[src/rtl/multicycle_ctrl_if.sv]
// Control bundle between the multicycle controller and its datapath:
// opcode and zero flag in, mux selects and strobes out.
interface multicycle_ctrl_if;
    logic [5:0] op;
    logic       zero;
    logic       memread;
    logic       memwrite;
    logic       iord;
    logic       memtoreg;
    logic       regdst;
    logic       regwrite;
    logic       alusrca;
    logic [1:0] alusrcb;
    logic [1:0] pcsource;
    logic [1:0] aluop;
    logic [3:0] irwrite;
    logic       pcen;

    modport master (
        input  op, zero,
        output memread, memwrite, iord, memtoreg, regdst, regwrite,
               alusrca, alusrcb, pcsource, aluop, irwrite, pcen
    );

    modport slave (
        output op, zero,
        input  memread, memwrite, iord, memtoreg, regdst, regwrite,
               alusrca, alusrcb, pcsource, aluop, irwrite, pcen
    );
endinterface

[src/rtl/multicycle_ctrl.sv]
// Moore control FSM for an 8-bit multicycle MIPS subset: byte-wise fetch,
// decode, then LB / SB / R-type / BEQ / J execution sequences.
module multicycle_ctrl (
    input  logic                clk,
    input  logic                reset,
    multicycle_ctrl_if.master   bus
);

    localparam logic [5:0] OP_LB    = 6'b100000;
    localparam logic [5:0] OP_SB    = 6'b101000;
    localparam logic [5:0] OP_RTYPE = 6'b000000;
    localparam logic [5:0] OP_BEQ   = 6'b000100;
    localparam logic [5:0] OP_J     = 6'b000010;

    typedef enum logic [3:0] {
        FETCH1  = 4'd0,
        FETCH2  = 4'd1,
        FETCH3  = 4'd2,
        FETCH4  = 4'd3,
        DECODE  = 4'd4,
        MEMADR  = 4'd5,
        LBRD    = 4'd6,
        LBWR    = 4'd7,
        SBWR    = 4'd8,
        RTYPEEX = 4'd9,
        RTYPEWR = 4'd10,
        BEQEX   = 4'd11,
        JEX     = 4'd12
    } state_t;

    state_t state;
    state_t state_next;
    logic   pcwrite;
    logic   pcwritecond;

    // NOTE: state registers use non-blocking assignment so every flop samples
    // pre-edge values; blocking here would create order-dependent races.
    always_ff @(posedge clk) begin
        if (reset) state <= FETCH1;
        else       state <= state_next;
    end

    // NOTE: every signal driven here gets a default before the case, so no
    // path leaves it unassigned and no latch is inferred.
    always_comb begin
        state_next = FETCH1;
        case (state)
            FETCH1:  state_next = FETCH2;
            FETCH2:  state_next = FETCH3;
            FETCH3:  state_next = FETCH4;
            FETCH4:  state_next = DECODE;
            DECODE: begin
                case (bus.op)
                    OP_LB, OP_SB: state_next = MEMADR;
                    OP_RTYPE:     state_next = RTYPEEX;
                    OP_BEQ:       state_next = BEQEX;
                    OP_J:         state_next = JEX;
                    default:      state_next = FETCH1;
                endcase
            end
            MEMADR: begin
                if (bus.op == OP_LB)      state_next = LBRD;
                else if (bus.op == OP_SB) state_next = SBWR;
                else                      state_next = FETCH1;
            end
            LBRD:    state_next = LBWR;
            RTYPEEX: state_next = RTYPEWR;
            default: state_next = FETCH1;
        endcase
    end

    always_comb begin
        bus.memread  = 1'b0;
        bus.memwrite = 1'b0;
        bus.iord     = 1'b0;
        bus.memtoreg = 1'b0;
        bus.regdst   = 1'b0;
        bus.regwrite = 1'b0;
        bus.alusrca  = 1'b0;
        bus.alusrcb  = 2'b00;
        bus.pcsource = 2'b00;
        bus.aluop    = 2'b00;
        bus.irwrite  = 4'b0000;
        pcwrite      = 1'b0;
        pcwritecond  = 1'b0;
        case (state)
            FETCH1, FETCH2, FETCH3, FETCH4: begin
                bus.memread = 1'b1;
                bus.alusrcb = 2'b01;
                pcwrite     = 1'b1;
                // Each fetch cycle loads one byte of the 32-bit instruction.
                case (state)
                    FETCH1:  bus.irwrite = 4'b0001;
                    FETCH2:  bus.irwrite = 4'b0010;
                    FETCH3:  bus.irwrite = 4'b0100;
                    default: bus.irwrite = 4'b1000;
                endcase
            end
            DECODE:  bus.alusrcb = 2'b11;
            MEMADR: begin
                bus.alusrca = 1'b1;
                bus.alusrcb = 2'b10;
            end
            LBRD: begin
                bus.memread = 1'b1;
                bus.iord    = 1'b1;
            end
            LBWR: begin
                bus.regwrite = 1'b1;
                bus.memtoreg = 1'b1;
            end
            SBWR: begin
                bus.memwrite = 1'b1;
                bus.iord     = 1'b1;
            end
            RTYPEEX: begin
                bus.alusrca = 1'b1;
                bus.aluop   = 2'b10;
            end
            RTYPEWR: begin
                bus.regdst   = 1'b1;
                bus.regwrite = 1'b1;
            end
            BEQEX: begin
                bus.alusrca  = 1'b1;
                bus.aluop    = 2'b01;
                bus.pcsource = 2'b01;
                pcwritecond  = 1'b1;
            end
            JEX: begin
                bus.pcsource = 2'b10;
                pcwrite      = 1'b1;
            end
            default: ;
        endcase
    end

    // zero only matters while a branch is being resolved.
    assign bus.pcen = pcwrite | (pcwritecond & bus.zero);

endmodule

[src/flat_wrapper.sv]
// flat-port wrapper written by rule: the top's interface ports become plain ports
module multicycle_ctrl_flat 
  (clk, reset, bus_op, bus_zero, bus_memread, bus_memwrite, bus_iord, bus_memtoreg, bus_regdst, bus_regwrite, bus_alusrca, bus_alusrcb, bus_pcsource, bus_aluop, bus_irwrite, bus_pcen);
  multicycle_ctrl_if bus_i ();
  input  logic clk;
  input  logic reset;
  input wire logic [$bits(bus_i.op)-1:0] bus_op;
  input wire logic [$bits(bus_i.zero)-1:0] bus_zero;
  output wire logic [$bits(bus_i.memread)-1:0] bus_memread;
  output wire logic [$bits(bus_i.memwrite)-1:0] bus_memwrite;
  output wire logic [$bits(bus_i.iord)-1:0] bus_iord;
  output wire logic [$bits(bus_i.memtoreg)-1:0] bus_memtoreg;
  output wire logic [$bits(bus_i.regdst)-1:0] bus_regdst;
  output wire logic [$bits(bus_i.regwrite)-1:0] bus_regwrite;
  output wire logic [$bits(bus_i.alusrca)-1:0] bus_alusrca;
  output wire logic [$bits(bus_i.alusrcb)-1:0] bus_alusrcb;
  output wire logic [$bits(bus_i.pcsource)-1:0] bus_pcsource;
  output wire logic [$bits(bus_i.aluop)-1:0] bus_aluop;
  output wire logic [$bits(bus_i.irwrite)-1:0] bus_irwrite;
  output wire logic [$bits(bus_i.pcen)-1:0] bus_pcen;
  assign bus_i.op = bus_op;
  assign bus_i.zero = bus_zero;
  assign bus_memread = bus_i.memread;
  assign bus_memwrite = bus_i.memwrite;
  assign bus_iord = bus_i.iord;
  assign bus_memtoreg = bus_i.memtoreg;
  assign bus_regdst = bus_i.regdst;
  assign bus_regwrite = bus_i.regwrite;
  assign bus_alusrca = bus_i.alusrca;
  assign bus_alusrcb = bus_i.alusrcb;
  assign bus_pcsource = bus_i.pcsource;
  assign bus_aluop = bus_i.aluop;
  assign bus_irwrite = bus_i.irwrite;
  assign bus_pcen = bus_i.pcen;
  multicycle_ctrl u_core (.clk(clk), .reset(reset), .bus(bus_i));
endmodule
[config.mk]
export PLATFORM = sky130hd
export DESIGN_NAME = multicycle_ctrl_flat
export DESIGN_NICKNAME = d
export VERILOG_FILES = /design/src/rtl/multicycle_ctrl_if.sv /design/src/rtl/multicycle_ctrl.sv /design/src/flat_wrapper.sv
export SDC_FILE = /design/constraint.sdc
export NUM_CORES = 1
export LEC_CHECK = 0
export ABC_AREA = 0
export CORE_AREA = 2 2 39 41
export CTS_CLUSTER_DIAMETER = 80
export DETAILED_ROUTE_END_ITERATION = 8
export DIE_AREA = 0 0 41 43
export PLACE_DENSITY_LB_ADDON = 0.05
export SLEW_MARGIN = 5
export SYNTH_ARGS = -nofsm -noshare
export SYNTH_HDL_FRONTEND = slang
export SYNTH_SLANG_ARGS = --single-unit
export TNS_END_PERCENT = 10
[constraint.sdc]
create_clock -name clk -period 2.9 [get_ports clk]
set_input_delay 0.58 -clock clk [delete_from_list [all_inputs] [get_ports clk]]
set_output_delay 0.58 -clock clk [all_outputs]
set_load 0.01 [all_outputs]
**Run 1: power grid**

Drawn at 12 px/um. Pins as bars on the die edge.
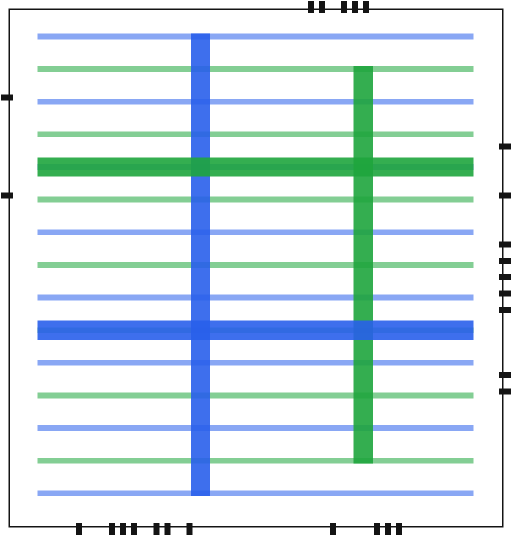
[blue] VSS
[green] VDD
met1 rails: 15
met5 straps: 2
met4 straps: 2
rows: 14
signal pins: 27

**Run 1: cell sizes after repair**

Drawn at 6 px/um.
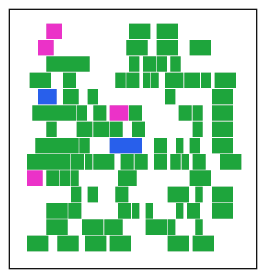
[magenta] x3 and x4 | cells: 4 | share: 4.3% | most used: clkbuf_4
[green] x1 and smaller | cells: 86 | share: 93% | most used: clkdlybuf4s50_1
[blue] x2 | cells: 2 | share: 2.2%

**Run 1: wire density map**

Drawn at 8 px/um. The die is cut into 8 by 9 equal tiles; dark purple is low, yellow is high, scaled to the fullest tile. Values are wire area over tile area, all layers added.
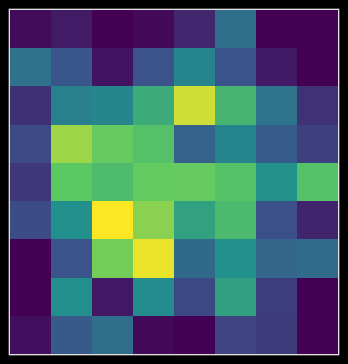
fullest tile: 0.29
mean over tiles: 0.10
tiles over half the peak: 28%
nearly empty tiles: 13%
wire length per cell: 10.74 um
GRT Total Usage: 13.88%
WL final: 1160 um

**Run 1: cell placement**

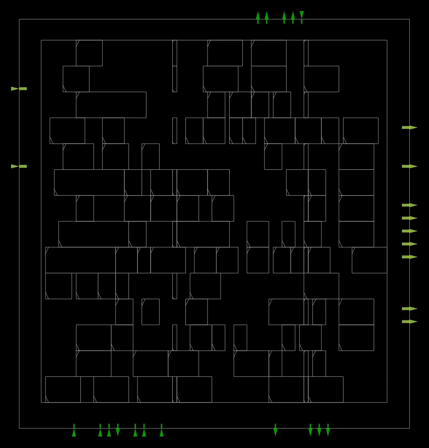
Rows: 14
sequential share of cell area: 10.96%
flop count: 4
final cell count without fillers: 108
# fillers: 156

==> results.ini, run 1 <==
[outcome]
status = completed

[worst_hold_path]
holdPathStages = 1
hp-start = u_core.state[0]$_SDFF_PP0_

[global_routing]
antenna_found_initial = 0
grt_pass1_wl_um = 1759
grt_util_met1_pct = 20.39

[power_and_ir_drop]
p_clk_share_pct = 35.0
power.static_leakage_uw = 0.0002323
top_power_group = the clock network
comb_power_share_pct = 30.7
pg_comb_uw = 59.6
p_sw_share_pct = 28.32
irDropWorstVdd_v = 0.0002300

[yosys]
yosys.area.top_type = dfxtp_1
floorplan.nets = 77
ys_sh_aoi_pct = 27.93
postSynthSeqShare_pct = 17.88
top_cell_area_share_pct = 17.88
synthArstFlopShare_pct = 0
yosys_area_um2 = 447.9
synth_cell_types = 23
xor_share_pct = 0

[clocking]
cts-root-buf = clkbuf_4
post_cts_buffers = 0
h-tree-depth = 1
holdBufCountCts = 0
clk_path_buf_depth = 2
cts.sinks = 4

[cells_and_area]
final_core_util_pct = 52.80
bufAreaShareNonClock_pct = 35.62
regMostFlops = u_core.state
stdcell_area_um2 = 730.7
largest_class = combinational gates

[die]
dieWidth_um = 41
die-area_um2 = 1763
core_area_um2 = 1384
tapCellCount = 16

[final_timing]
finalWorstSetupSlack_ps = 346.9

[critical_path]
slowest_stage = dfxtp_1
startpoint = u_core.state[3]$_SDFF_PP0_
worst-path-max-fanout = 19
cp.arrival_ps = 1970
cpPeakStageDelay_ps = 650

[route]
dr_wl_met2_um = 540
postRouteAntennaNets = 0

[place]
placed_area_um2 = 708.2

[run]
max_cap_viol_count = 0

==> run 2, diff against run 1 <==
--- a/config.mk
+++ b/config.mk
@@ -10,6 +10,7 @@
 export CTS_CLUSTER_DIAMETER = 80
 export DETAILED_ROUTE_END_ITERATION = 8
 export DIE_AREA = 0 0 41 43
+export GPL_TIMING_DRIVEN = 0
 export PLACE_DENSITY_LB_ADDON = 0.05
 export SLEW_MARGIN = 5
 export SYNTH_ARGS = -nofsm -noshare
**Run 2: cell placement**

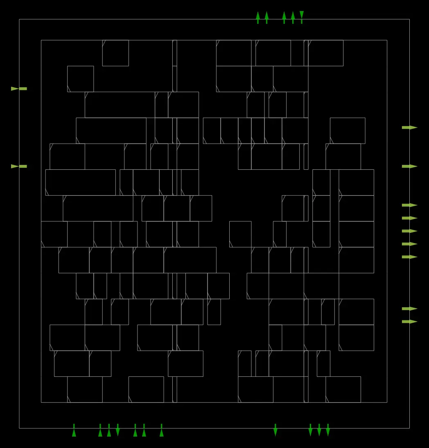
core area: 1384 um^2
final cell count without fillers: 113
Core Util, Final: 54.25%
# fillers: 149
tap cells: 16

**Run 2: M2 wires**

Drawn at 12 px/um.
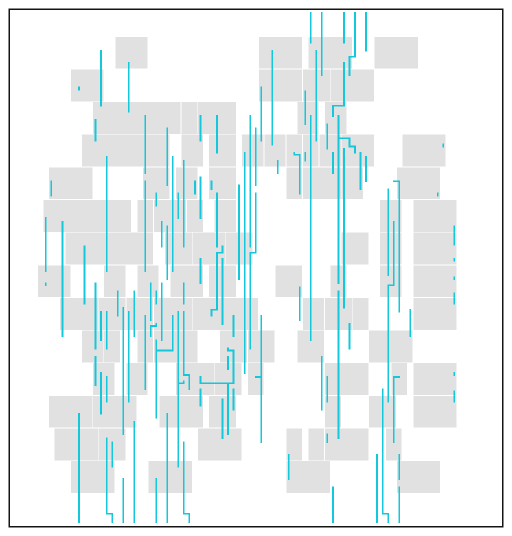
share of all routed wire: 47%
wire length on this layer: 547 um
longest straight run: 18.7 um

==> results.ini, run 2 <==
[critical_path]
cp_common_cell = clkdlybuf4s50_1
cp.arrival_ps = 1880  ; was 1970 ps
worst-path-max-fanout = 1  ; was 19
slowest_stage = clkdlybuf4s50_1  ; was dfxtp_1
startpoint = bus_zero  ; was u_core.state[3]$_SDFF_PP0_
cpPeakStageDelay_ps = 520  ; was 650 ps

[yosys]
top_cell_area_share_pct = 17.88  ; unchanged
synth_cell_types = 23  ; unchanged
yosys.area.top_type = dfxtp_1  ; unchanged
ys_sh_aoi_pct = 27.93  ; unchanged
xor_share_pct = 0  ; unchanged
synthArstFlopShare_pct = 0  ; unchanged
yosys_area_um2 = 447.9  ; unchanged

[global_routing]
grt_use_total_pct = 14.17  ; was 13.88%
antenna_found_initial = 0  ; unchanged
grt_util_met1_pct = 19.68  ; was 20.39%
grt_pass1_wl_um = 1773  ; was 1759 um

[die]
die-area_um2 = 1763  ; unchanged
num_rows = 14  ; unchanged
dieWidth_um = 41  ; unchanged

[power_and_ir_drop]
power.static_leakage_uw = 0.0002420  ; was 0.0002323 uW
p_sw_share_pct = 27.64  ; was 28.32%
irDropWorstVdd_v = 0.0002045  ; was 0.0002300 V
p_clk_share_pct = 33.8  ; was 35.0%
comb_power_share_pct = 35.2  ; was 30.7%
pg_comb_uw = 68.3  ; was 59.6 uW
top_power_group = combinational cells  ; was the clock network

[clocking]
holdBufCountCts = 0  ; unchanged
cts-root-buf = clkbuf_4  ; unchanged
cts.sinks = 4  ; unchanged
cts_made_buffers = 3  ; unchanged
cts_tree = yes  ; unchanged
clk_path_buf_depth = 2  ; unchanged
h-tree-depth = 1  ; unchanged

[final_timing]
finalWorstSetupSlack_ps = 435.2  ; was 346.9 ps
finalHoldViolCount = 0  ; unchanged
setup_viol = 0  ; unchanged

[route]
dr_wl_met2_um = 546  ; was 540 um
postRouteAntennaNets = 0  ; unchanged
routedWlPerCell_um = 10.33  ; was 10.74 um

[place]
place_congestion = 0.7785  ; was 0.7960

[cells_and_area]
clock_buffers = 3  ; unchanged
regMostFlops = u_core.state  ; unchanged
sh_seq_area_pct = 10.67  ; was 10.96%
largest_class = combinational gates  ; unchanged
bufAreaShareNonClock_pct = 37.33  ; was 35.62%

[run]
max_cap_viol_count = 0  ; unchanged

[outcome]
status = completed  ; unchanged

[worst_hold_path]
hp-start = u_core.state[0]$_SDFF_PP0_  ; unchanged
holdPathStages = 4  ; was 1

==> run 3, diff against run 2 <==
--- a/config.mk
+++ b/config.mk
@@ -6,10 +6,9 @@
 export NUM_CORES = 1
 export LEC_CHECK = 0
 export ABC_AREA = 0
-export CORE_AREA = 2 2 39 41
+export CORE_UTILIZATION = 32
 export CTS_CLUSTER_DIAMETER = 80
 export DETAILED_ROUTE_END_ITERATION = 8
-export DIE_AREA = 0 0 41 43
 export GPL_TIMING_DRIVEN = 0
 export PLACE_DENSITY_LB_ADDON = 0.05
 export SLEW_MARGIN = 5
==> constraint.sdc (replaced) <==
create_clock -name clk -period 2.2 [get_ports clk]
set_input_delay 0.44 -clock clk [delete_from_list [all_inputs] [get_ports clk]]
set_output_delay 0.44 -clock clk [all_outputs]
set_load 0.01 [all_outputs]
**Run 3: cell placement**

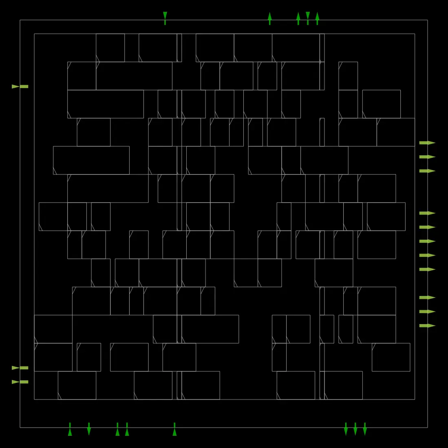
core area: 1301 um^2
# fillers: 142
Core Util, Final: 58.08%
Rows: 13
tap cells: 15

**Run 3: power grid**

Drawn at 12 px/um. Pins as bars on the die edge.
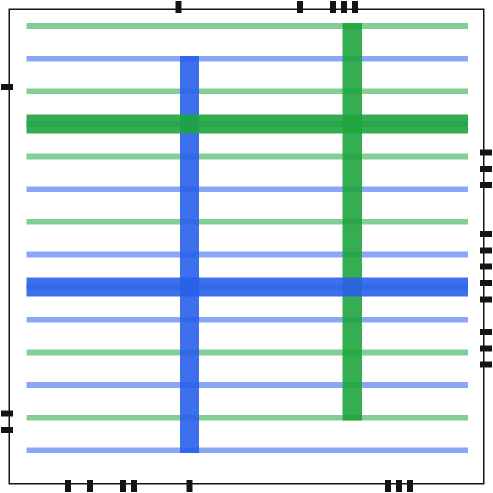
[green] VDD
[blue] VSS
met4 straps: 2
rows: 13
met1 rails: 14

==> results.ini, run 3 <==
[outcome]
status = completed  ; unchanged

[clocking]
cts_made_buffers = 3  ; unchanged
holdBufCountCts = 0  ; unchanged
h-tree-depth = 1  ; unchanged
cts_tree = yes  ; unchanged
clk_path_buf_depth = 2  ; unchanged
post_cts_buffers = 0  ; unchanged

[cells_and_area]
final_cells = 111  ; was 113
regMostFlops = u_core.state  ; unchanged
clock_buffers = 3  ; unchanged
largest_class = combinational gates  ; unchanged
sh_seq_area_pct = 10.76  ; was 10.67%
bufAreaShareNonClock_pct = 37.75  ; was 37.33%

[critical_path]
slowest_stage = clkdlybuf4s50_1  ; unchanged

[yosys]
synth_cell_types = 23  ; unchanged
xor_share_pct = 0  ; unchanged
floorplan.nets = 77  ; unchanged
yosys_area_um2 = 447.9  ; unchanged
synthArstFlopShare_pct = 0  ; unchanged
yosys.area.top_type = dfxtp_1  ; unchanged
ys_sh_aoi_pct = 27.93  ; unchanged

[run]
max_cap_viol_count = 0  ; unchanged

[place]
placed_area_um2 = 726.9  ; was 728.2 um^2
place_congestion = 0.7963  ; was 0.7785

[final_timing]
setup_viol = 0  ; unchanged
finalWorstSetupSlack_ps = 97.08  ; was 435.2 ps

[power_and_ir_drop]
top_power_group = combinational cells  ; unchanged
irDropWorstVdd_v = 0.0003432  ; was 0.0002045 V
power.static_leakage_uw = 0.0002702  ; was 0.0002420 uW
comb_power_share_pct = 35.5  ; was 35.2%
pg_comb_uw = 90.5  ; was 68.3 uW

[route]
drt_wl_total_um = 1256  ; was 1167 um
routedWlPerCell_um = 11.32  ; was 10.33 um

[global_routing]
grt_use_total_pct = 17.51  ; was 14.17%
grt_util_met1_pct = 22.37  ; was 19.68%
antenna_found_initial = 0  ; unchanged

[worst_hold_path]
hp-start = u_core.state[0]$_SDFF_PP0_  ; unchanged

[die]
die-area_um2 = 1554  ; was 1763 um^2

Power figures rest on the tool's default switching activity, not on a simulated workload.
